$ cat config.mk
export PLATFORM = sky130hd
export DESIGN_NAME = fix2float_conv
export DESIGN_NICKNAME = d
export VERILOG_FILES = /design/src/rtl/fix2float_conv.sv
export SDC_FILE = /design/constraint.sdc
export NUM_CORES = 1
export LEC_CHECK = 0
export CORE_ASPECT_RATIO = 0.9
export CORE_UTILIZATION = 35
export DETAILED_ROUTE_END_ITERATION = 12
export HOLD_SLACK_MARGIN = 0.03
export PLACE_DENSITY_LB_ADDON = 0.05
export SLEW_MARGIN = 30
export SYNTH_ARGS = -nofsm -noshare
export SYNTH_HDL_FRONTEND = slang
export SYNTH_SLANG_ARGS = --single-unit
$ cat constraint.sdc
create_clock -name clk -period 5.2 [get_ports clk]
set_input_delay 1.04 -clock clk [delete_from_list [all_inputs] [get_ports clk]]
set_output_delay 1.04 -clock clk [all_outputs]
set_load 0.02 [all_outputs]
$ cat src/rtl/fix2float_conv.sv
`default_nettype none
// ============================================================================
//  Module   : fix2float_conv
//  Purpose  : Multi-cycle converter from signed fixed-point {int_i,frac_i}
//             to a normalised float (sign, biased exponent, hidden-bit
//             mantissa). Valid/ready handshake on both sides, selectable
//             truncate / round-to-nearest-even, inexact flag, exact zero.
//  Ports    : clk, rst (async, active-low)
//             valid_i/ready_o          - input handshake (ready_o = IDLE)
//             int_i, frac_i, rnd_mode_i - input word and rounding mode
//             valid_o/ready_i          - output handshake
//             sgn_o, exp_o, man_o, inexact_o - registered result
//  Revision : 1.0 - initial release
// ============================================================================
module fix2float_conv #(
    parameter int INT_WIDTH  = 8,
    parameter int FRAC_WIDTH = 7,
    parameter int EXP_WIDTH  = 8,
    parameter int MAN_WIDTH  = 7,
    parameter int BIAS       = 127
) (
    input  logic                  clk,
    input  logic                  rst,
    input  logic                  valid_i,
    output logic                  ready_o,
    input  logic [INT_WIDTH-1:0]  int_i,
    input  logic [FRAC_WIDTH-1:0] frac_i,
    input  logic                  rnd_mode_i,
    output logic                  valid_o,
    input  logic                  ready_i,
    output logic                  sgn_o,
    output logic [EXP_WIDTH-1:0]  exp_o,
    output logic [MAN_WIDTH-1:0]  man_o,
    output logic                  inexact_o
);

    localparam int c_W       = INT_WIDTH + FRAC_WIDTH;
    localparam int c_LZW     = $clog2(c_W);
    // Fraction bits below the hidden one, padded with MAN_WIDTH+2 zeros so
    // the mantissa, guard and sticky slices always exist.
    localparam int c_EXT_W   = c_W + MAN_WIDTH + 1;
    localparam int c_EXP_MAX = BIAS + c_W - 1 - FRAC_WIDTH;
    localparam int c_EXP_MIN = BIAS - FRAC_WIDTH;

    // Exponent with zero leading-zero count; lz is subtracted from it.
    localparam logic [EXP_WIDTH-1:0] c_EXP_BASE = EXP_WIDTH'(c_EXP_MAX);

    localparam logic [1:0] c_IDLE  = 2'd0;
    localparam logic [1:0] c_NORM  = 2'd1;
    localparam logic [1:0] c_ROUND = 2'd2;
    localparam logic [1:0] c_DONE  = 2'd3;

    generate
        if ((c_EXP_MAX >= (2 ** EXP_WIDTH) - 1) || (c_EXP_MIN <= 0)) begin : g_param_check
            $fatal(1, "fix2float_conv: BIAS/width combination overflows the exponent range");
        end
    endgenerate

    logic [1:0]           r_state;
    logic                 r_sgn;
    logic                 r_rnd;
    logic [c_W-1:0]       r_mag;
    logic [c_LZW-1:0]     r_lz;

    logic                 r_valid;
    logic                 r_sgn_out;
    logic [EXP_WIDTH-1:0] r_exp_out;
    logic [MAN_WIDTH-1:0] r_man_out;
    logic                 r_inexact;

    logic [c_W-1:0]       w_in;
    logic [c_W-1:0]       w_mag_in;
    logic [c_EXT_W-1:0]   w_ext;
    logic [MAN_WIDTH-1:0] w_man_t;
    logic                 w_guard;
    logic                 w_sticky;
    logic                 w_inc;
    logic                 w_carry;
    logic [MAN_WIDTH-1:0] w_man_r;
    logic [EXP_WIDTH-1:0] w_exp_r;

    assign w_in     = {int_i, frac_i};
    // Negating the most-negative word gives 1000..0, which is the correct
    // unsigned magnitude, so no overflow handling is needed.
    assign w_mag_in = w_in[c_W-1] ? (~w_in + c_W'(1)) : w_in;

    // Bits below the hidden one, left aligned, zero padded on the right.
    assign w_ext    = {r_mag[c_W-2:0], {(MAN_WIDTH + 2){1'b0}}};
    assign w_man_t  = w_ext[c_EXT_W-1 -: MAN_WIDTH];
    assign w_guard  = w_ext[c_EXT_W-1-MAN_WIDTH];
    assign w_sticky = |w_ext[c_EXT_W-2-MAN_WIDTH:0];

    assign w_inc    = r_rnd & w_guard & (w_sticky | w_man_t[0]);
    // An all-ones mantissa wraps to zero; the carry bumps the exponent.
    assign {w_carry, w_man_r} = {1'b0, w_man_t} + (MAN_WIDTH + 1)'(w_inc);
    assign w_exp_r  = c_EXP_BASE - EXP_WIDTH'(r_lz) + EXP_WIDTH'(w_carry);

    // The normalisation test is applied to the value being loaded/shifted,
    // so the cycle that makes the MSB 1 also moves on to ROUND.
    always_ff @(posedge clk or negedge rst) begin
        if (!rst) begin
            r_state   <= c_IDLE;
            r_sgn     <= 1'b0;
            r_rnd     <= 1'b0;
            r_mag     <= '0;
            r_lz      <= '0;
            r_valid   <= 1'b0;
            r_sgn_out <= 1'b0;
            r_exp_out <= '0;
            r_man_out <= '0;
            r_inexact <= 1'b0;
        end else begin
            case (r_state)
                c_IDLE: begin
                    if (valid_i) begin
                        r_sgn <= w_in[c_W-1];
                        r_rnd <= rnd_mode_i;
                        r_mag <= w_mag_in;
                        r_lz  <= '0;
                        if (w_mag_in == '0) begin
                            r_state   <= c_DONE;
                            r_valid   <= 1'b1;
                            r_sgn_out <= 1'b0;
                            r_exp_out <= '0;
                            r_man_out <= '0;
                            r_inexact <= 1'b0;
                        end else if (w_mag_in[c_W-1]) begin
                            r_state <= c_ROUND;
                        end else begin
                            r_state <= c_NORM;
                        end
                    end
                end
                c_NORM: begin
                    if (r_mag[c_W-1]) begin
                        r_state <= c_ROUND;
                    end else begin
                        r_mag <= {r_mag[c_W-2:0], 1'b0};
                        r_lz  <= r_lz + c_LZW'(1);
                        if (r_mag[c_W-2]) begin
                            r_state <= c_ROUND;
                        end
                    end
                end
                c_ROUND: begin
                    r_state   <= c_DONE;
                    r_valid   <= 1'b1;
                    r_sgn_out <= r_sgn;
                    r_exp_out <= w_exp_r;
                    r_man_out <= w_man_r;
                    r_inexact <= w_guard | w_sticky;
                end
                c_DONE: begin
                    if (ready_i) begin
                        r_valid <= 1'b0;
                        r_state <= c_IDLE;
                    end
                end
                default: begin
                    r_state <= c_IDLE;
                end
            endcase
        end
    end

    assign ready_o   = (r_state == c_IDLE);
    assign valid_o   = r_valid;
    assign sgn_o     = r_sgn_out;
    assign exp_o     = r_exp_out;
    assign man_o     = r_man_out;
    assign inexact_o = r_inexact;

endmodule
`default_nettype wire

==> results.sh, run 1 <==
# source this file to load flow results
export IMPL_flop_cell="dfrtp_1"
export IMPL_powerDensity_nw_per_um2=525
export IMPL_powerComb_uw=882
export IMPL_drcViolationCount=0
export IMPL_critPathMaxStageDelay_ps=890
export IMPL_timing_final_crit_period_ps=3800
export IMPL_cp_num_cells=8
export IMPL_nNonClkBuffers=39
export IMPL_die_x_um=95.7
export IMPL_wl_per_cell_um=16.0
export IMPL_yosys_mux_area_fraction_pct=0.769
export IMPL_flops=40
export IMPL_grt_max_degree=37
export IMPL_hp_class="reg2reg"
export IMPL_most_common_cell="dfrtp_1"
export IMPL_status="finished, final reports clean"
export IMPL_clk_pin_slew_ps=90
export IMPL_cpLargestDelayFamily="buffers and inverters"
export IMPL_worst_slack_ps=1400
export IMPL_io_pins=39
export IMPL_clkSinkCount=40
export IMPL_leakagePower_nw=1.31
export IMPL_power_leader="combinational cells"
export IMPL_reg2reg_depth=9
export IMPL_totalWireLength_um=6910
export IMPL_crit_buf_inv=2
export IMPL_fillers=763
export IMPL_wl_met1_um=3670
export IMPL_insertedDiodeCount=0
export IMPL_logic_area_um2=1630
export IMPL_top_layer_used="met4"
export IMPL_fin_nets=367
export IMPL_cp_required_ps=5370
export IMPL_biggestCellCategory="logic gates"
export IMPL_fmax_ghz=0.263
export IMPL_logic_gates=235
export IMPL_hold_path_depth=1
export IMPL_clockBufferDepth=2
export IMPL_gp_congestion=0.808
export IMPL_grt_antenna_before_repair=0
export IMPL_nClkBuffers=6
export IMPL_setup_viol=0
export IMPL_combPwrFrac_pct=50.5
export IMPL_placed_area_um2=3210
export IMPL_rsz0062_at_grt="false"
export IMPL_ys_sh_xor_pct=5.07
export IMPL_holdWs_ps=492
export IMPL_dp_slack_ps=1040
==> run 1: worst reg2reg max path: stages (launching register included) <==
cell	delay, ps
dfrtp_1	430
inv_1	120
ha_1	480
inv_1	220
nor2_1	590
nor2_1	390
nand2_1	140
o21ai_0	80
a22oi_1	150
o21ai_0	110
==> run 1: worst max-delay path by stage <==
stage               slack (ps)                    end
finish                    1400   man_o[3]$_DFFE_PN0P_
floorplan                 2120   exp_o[0]$_DFFE_PN0P_
CTS                       1360  inexact_o$_DFFE_PN0P_
global placement          1020   man_o[1]$_DFFE_PN0P_
global route              1150  inexact_o$_DFFE_PN0P_
detailed placement        1040   exp_o[7]$_DFFE_PN0P_
Fig. 1: run 1, sequential cells grouped by signal name
The bar under the picture is 20 um long. Other sequential cells in the stronger gray, the rest of the logic in the fainter gray.
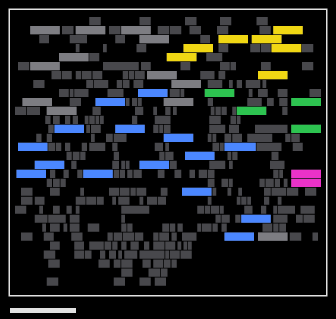
color	name in the netlist	flops
blue	`r_mag`	15
magenta	`r_state`	2
yellow	`exp_o`	7
green	`r_lz`	4
not colored	12
Layout Utilization: 43.9%
Seq group: 587 uW
fraction of area in registers: 30.1%
register area: 1000 um2

Fig. 2: run 1, cells colored by class
The bar under the picture is 20 um long.
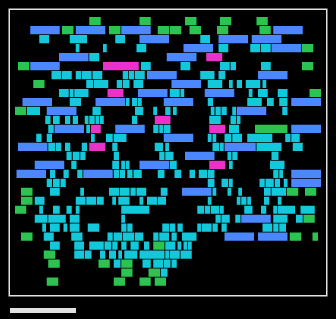
color	class	cells
blue	sequential cells	40
magenta	clock drivers and dummy loads	8
green	remaining buffers and delay cells	39
cyan	combinational and other logic	249
Std-Cell Rows: 30
Finished Cell Area: 3330 um2
core area: 7580 um2

Fig. 3: run 1, gate families picked out
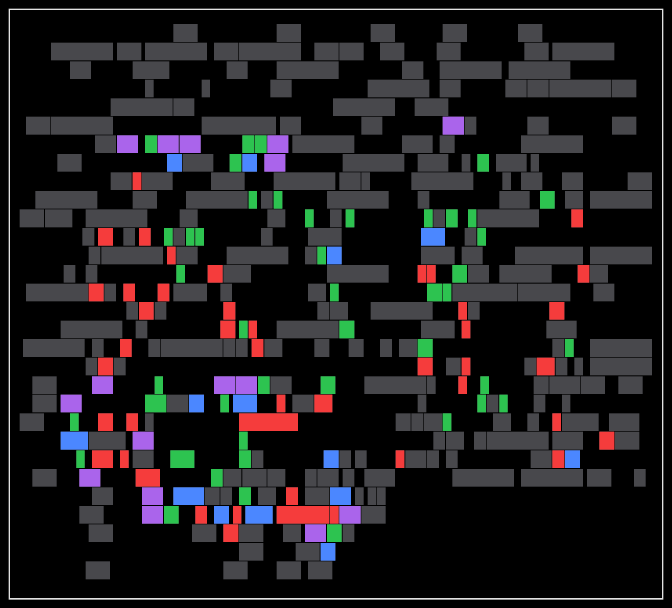
color	family	cells
purple	xor and xnor cells	16
red	nor cells	44
blue	and/or cells	14
green	nand cells	45
Cell Count, Final, Fillers Out: 432
Comb/total area: 49.0%
dominant logic cell type in the layout: dfrtp_1

Fig. 4: run 1, routed clock nets over the placement
The bar under the picture is 20 um long.
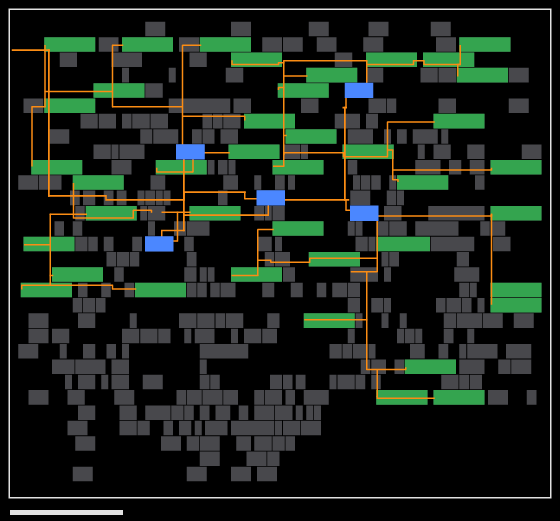

--- run 2 (diff from run 1) ---
clock period = 3.67 ns   (was 5.2 ns; I/O delays follow)
Fig. 5: run 2, routed clock nets over the placement
The bar under the picture is 20 um long.
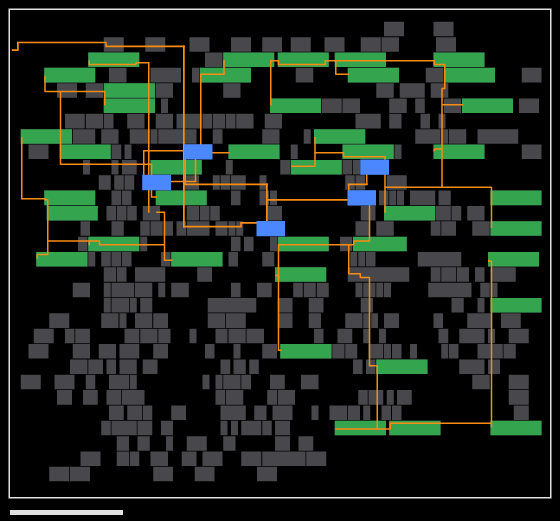
[blue] clock drivers | count: 5
[green] flip-flops | count: 40
[orange] clock wires | length: 612 um
flops lie	all over the die
routed clock nets	6
Clock Power Share: 15.2%
worst-skew pair later-pin latency: 300 ps
clock-net power: 381 uW
Worst Clk Skew: 12.4 ps

==> run 2 against run 1 <==
Against the previous run:
- utilization grew 1.8 points
- critical path depth grew 1
- global-route usage is essentially flat
- synthesized cell count is the same
- setup slack lost 950 ps
- register-to-register slack lost 1300 ps
- wire length shrank 0.78%
- die area is the same
- final cell count grew 4.6%
- first-iteration DRC count shrank 33%
- critical endpoint is now man_o[4]$_DFFE_PN0P_
- largest power group unchanged
==> results.sh, run 2 <==
# source this file to load flow results
export IMPL_cp_required_ps=3890
export IMPL_dp_slack_ps=126
export IMPL_holdWs_ps=401
export IMPL_cp_endpoint="man_o[4]$_DFFE_PN0P_"
export IMPL_power_leader="combinational cells"
export IMPL_top_layer_used="met4"
export IMPL_clkSinkCount=40
export IMPL_setup_viol=0
export IMPL_critPathMaxStageDelay_ps=540
export IMPL_wl_per_cell_um=15.2
export IMPL_utilization_pct=45.7
export IMPL_powerComb_mw=1.30
export IMPL_reg2reg_depth=11
export IMPL_clockBufferDepth=2
export IMPL_status="finished, final reports clean"
export IMPL_wl_met3_um=207
export IMPL_hp_class="in2async"
export IMPL_timing_final_crit_period_ps=3210
export IMPL_lay_top_count="dfrtp_1"
export IMPL_drcViolationCount=0
export IMPL_floorplan_rows=30
export IMPL_final_cells=452
export IMPL_grt_antenna_before_repair=0
export IMPL_wl_met1_um=3590
export IMPL_fmax_ghz=0.311
export IMPL_crit_buf_inv=2
export IMPL_fin_nets=387
export IMPL_placed_area_um2=3340
export IMPL_grt_max_degree=41
export IMPL_powerDensity_nw_per_um2=722
export IMPL_most_common_cell="dfrtp_1"
export IMPL_insertedDiodeCount=0
export IMPL_leakagePower_nw=1.41
export IMPL_gp_congestion=0.806
export IMPL_flop_cell="dfrtp_1"
export IMPL_finalInstanceArea_um2=3470
export IMPL_rsz0062_at_grt="false"
export IMPL_io_pins=39
export IMPL_cpLargestDelayFamily="simple AND/OR/NAND/NOR gates"
export IMPL_top_cells_by_area="dfrtp_1 (36%), ha_1 (5.4%), o2bb2ai_1 (5.4%)"
export IMPL_totalWireLength_um=6860
export IMPL_clk_pin_slew_ps=90
Fig. 6: run 2, cells colored by class
The bar under the picture is 20 um long.
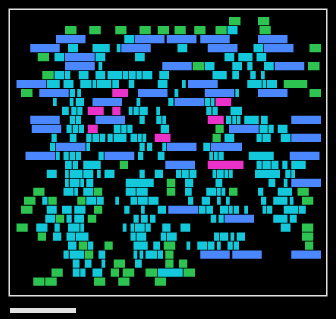
color	class	cells
cyan	combinational and other logic	249
magenta	clock drivers and dummy loads	8
blue	sequential cells	40
green	remaining buffers and delay cells	59

run 2: metal layers:
layer  GRT usage, %  vias to the layer above
li1               -                     1220
met1           26.3                     1133
met2           27.4                       48
met3           3.77                        7
met4           3.66                        0
met5              0                        -
run 2: cell type report:
type                       instances  area [um2]
sequential                        40        1000
multi-input combinational        235        1630
clock buffer                       5        68.8
inverter                          14        52.6
clock inverter                     3        46.3
fill                             763        4120
tap                               96         120
timing repair buffer              59         548
run 2: cells by family after synthesis:
kind of cell	count (synthesis)	synth area share, %
AND/OR/NAND/NOR	103	21.3
AND-OR/OR-AND	102	26.1
flip-flops	40	36.2
buffers and inverters	32	5.07
XOR/XNOR	16	5.07
adder cells (fa/ha/maj)	12	5.43
multiplexers	2	0.769
Fig. 7: run 2, routing congestion map
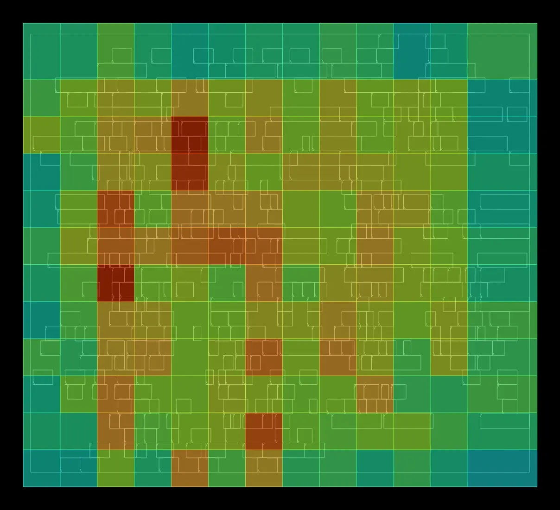

--- run 3 (diff from run 2) ---
==> constraint.sdc (replaced) <==
create_clock -name clk -period 3.67 [get_ports clk]
set_input_delay 1.101 -clock clk [delete_from_list [all_inputs] [get_ports clk]]
set_output_delay 1.101 -clock clk [all_outputs]
set_load 0.02 [all_outputs]
Fig. 8: run 3, routing congestion map
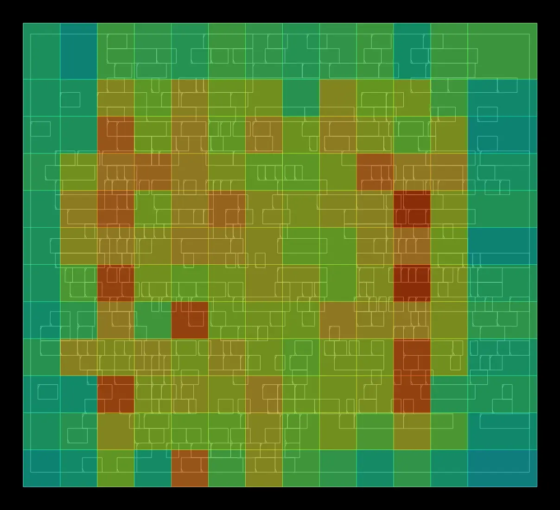
met3 Usage GRT: 3.16%
Tot GR Track Use: 18.7%
WL/cell: 14.9 um
Layout Utilization: 48.1%

==> run 3 against run 2 <==
Against the previous run:
- global-route usage increased by 0.71 points
- clock power increased by 3%
- utilization increased by 2.4 points
- setup slack got worse by 280 ps
- first-iteration DRC count increased by 11%
- total power increased by 2.3%
- highest routed layer unchanged
==> results.sh, run 3 <==
# source this file to load flow results
export IMPL_placed_area_um2=3500
export IMPL_ys_sh_simple_pct=21.3
export IMPL_final_cells=471
export IMPL_powerDensity_nw_per_um2=702
export IMPL_floorplan_rows=30
export IMPL_io_pins=39
export IMPL_critPathMaxStageDelay_ps=490
export IMPL_top_layer_used="met4"
export IMPL_power_leader="combinational cells"
export IMPL_totalWireLength_um=7000
export IMPL_cp_endpoint="exp_o[0]$_DFFE_PN0P_"
export IMPL_leakagePower_nw=1.52
export IMPL_grt_antenna_before_repair=0
export IMPL_clk_pin_slew_ps=80
export IMPL_ys_sh_aoi_pct=26.1
export IMPL_rsz0062_at_grt="false"
export IMPL_clkSinkCount=40
export IMPL_lay_top_count="dfrtp_1"
export IMPL_top_cells_by_area="dfrtp_1 (36%), ha_1 (5.4%), o2bb2ai_1 (5.4%)"
export IMPL_top_logic_kind="AND-OR/OR-AND gates"
export IMPL_fin_nets=406
export IMPL_use_met2_pct=28.5
export IMPL_finalInstanceArea_um2=3650
export IMPL_clockBufferDepth=2
export IMPL_cp_required_ps=3840
export IMPL_wl_met1_um=3630
export IMPL_power_clock_fraction_pct=15.3
export IMPL_grt_max_degree=37
export IMPL_dp_slack_ps=-199
export IMPL_use_met1_pct=28.0
export IMPL_power_clock_uw=393
export IMPL_gp_congestion=0.809
export IMPL_crit_buf_inv=4
export IMPL_insertedDiodeCount=0
export IMPL_status="finished, final reports clean"
export IMPL_reg2reg_depth=11
export IMPL_holdWs_ps=494
export IMPL_busiest_layer="met2"
export IMPL_finClkSkew_ps=13.9
export IMPL_hp_class="reg2reg"
export IMPL_ys_sh_xor_pct=5.07
export IMPL_cpLargestDelayFamily="buffers and inverters"
export IMPL_most_common_cell="dfrtp_1"
Fig. 9: run 3, sequential cells grouped by signal name
The bar under the picture is 20 um long. Other sequential cells in the stronger gray, the rest of the logic in the fainter gray.
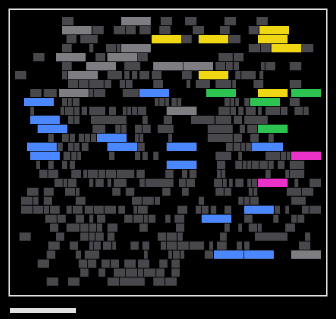
color	name in the netlist	flops
green	`r_lz`	4
magenta	`r_state`	2
yellow	`exp_o`	7
blue	`r_mag`	15
not colored	12
fraction of area in registers: 27.5%
Seq group: 829 uW

==> run 3: cell types whose count changed in the layout (fill, tap and decap cells not counted) <==
| cell | previous run | this run |
|---|---|---|
| buf_12 | 1 | 2 |
| clkbuf_8 | 5 | 7 |
| buf_16 | 0 | 1 |
| buf_2 | 0 | 1 |
| o21ai_2 | 1 | 0 |
| clkinvlp_4 | 1 | 0 |
| inv_6 | 1 | 0 |
| o21ai_1 | 0 | 1 |
| buf_4 | 21 | 37 |
==> run 3: area by class of cell <==
type / count / area [um2]
Fill cell: 729 / 3940
Multi-Input combinational cell: 235 / 1630
Sequential cell: 40 / 1000
Timing Repair Buffer: 78 / 721
Tap cell: 96 / 120
Clock buffer: 7 / 96.3
Inverter: 14 / 52.6
Clock inverter: 1 / 30.0
No activity file was given, so power comes from the tool's default toggle rates.
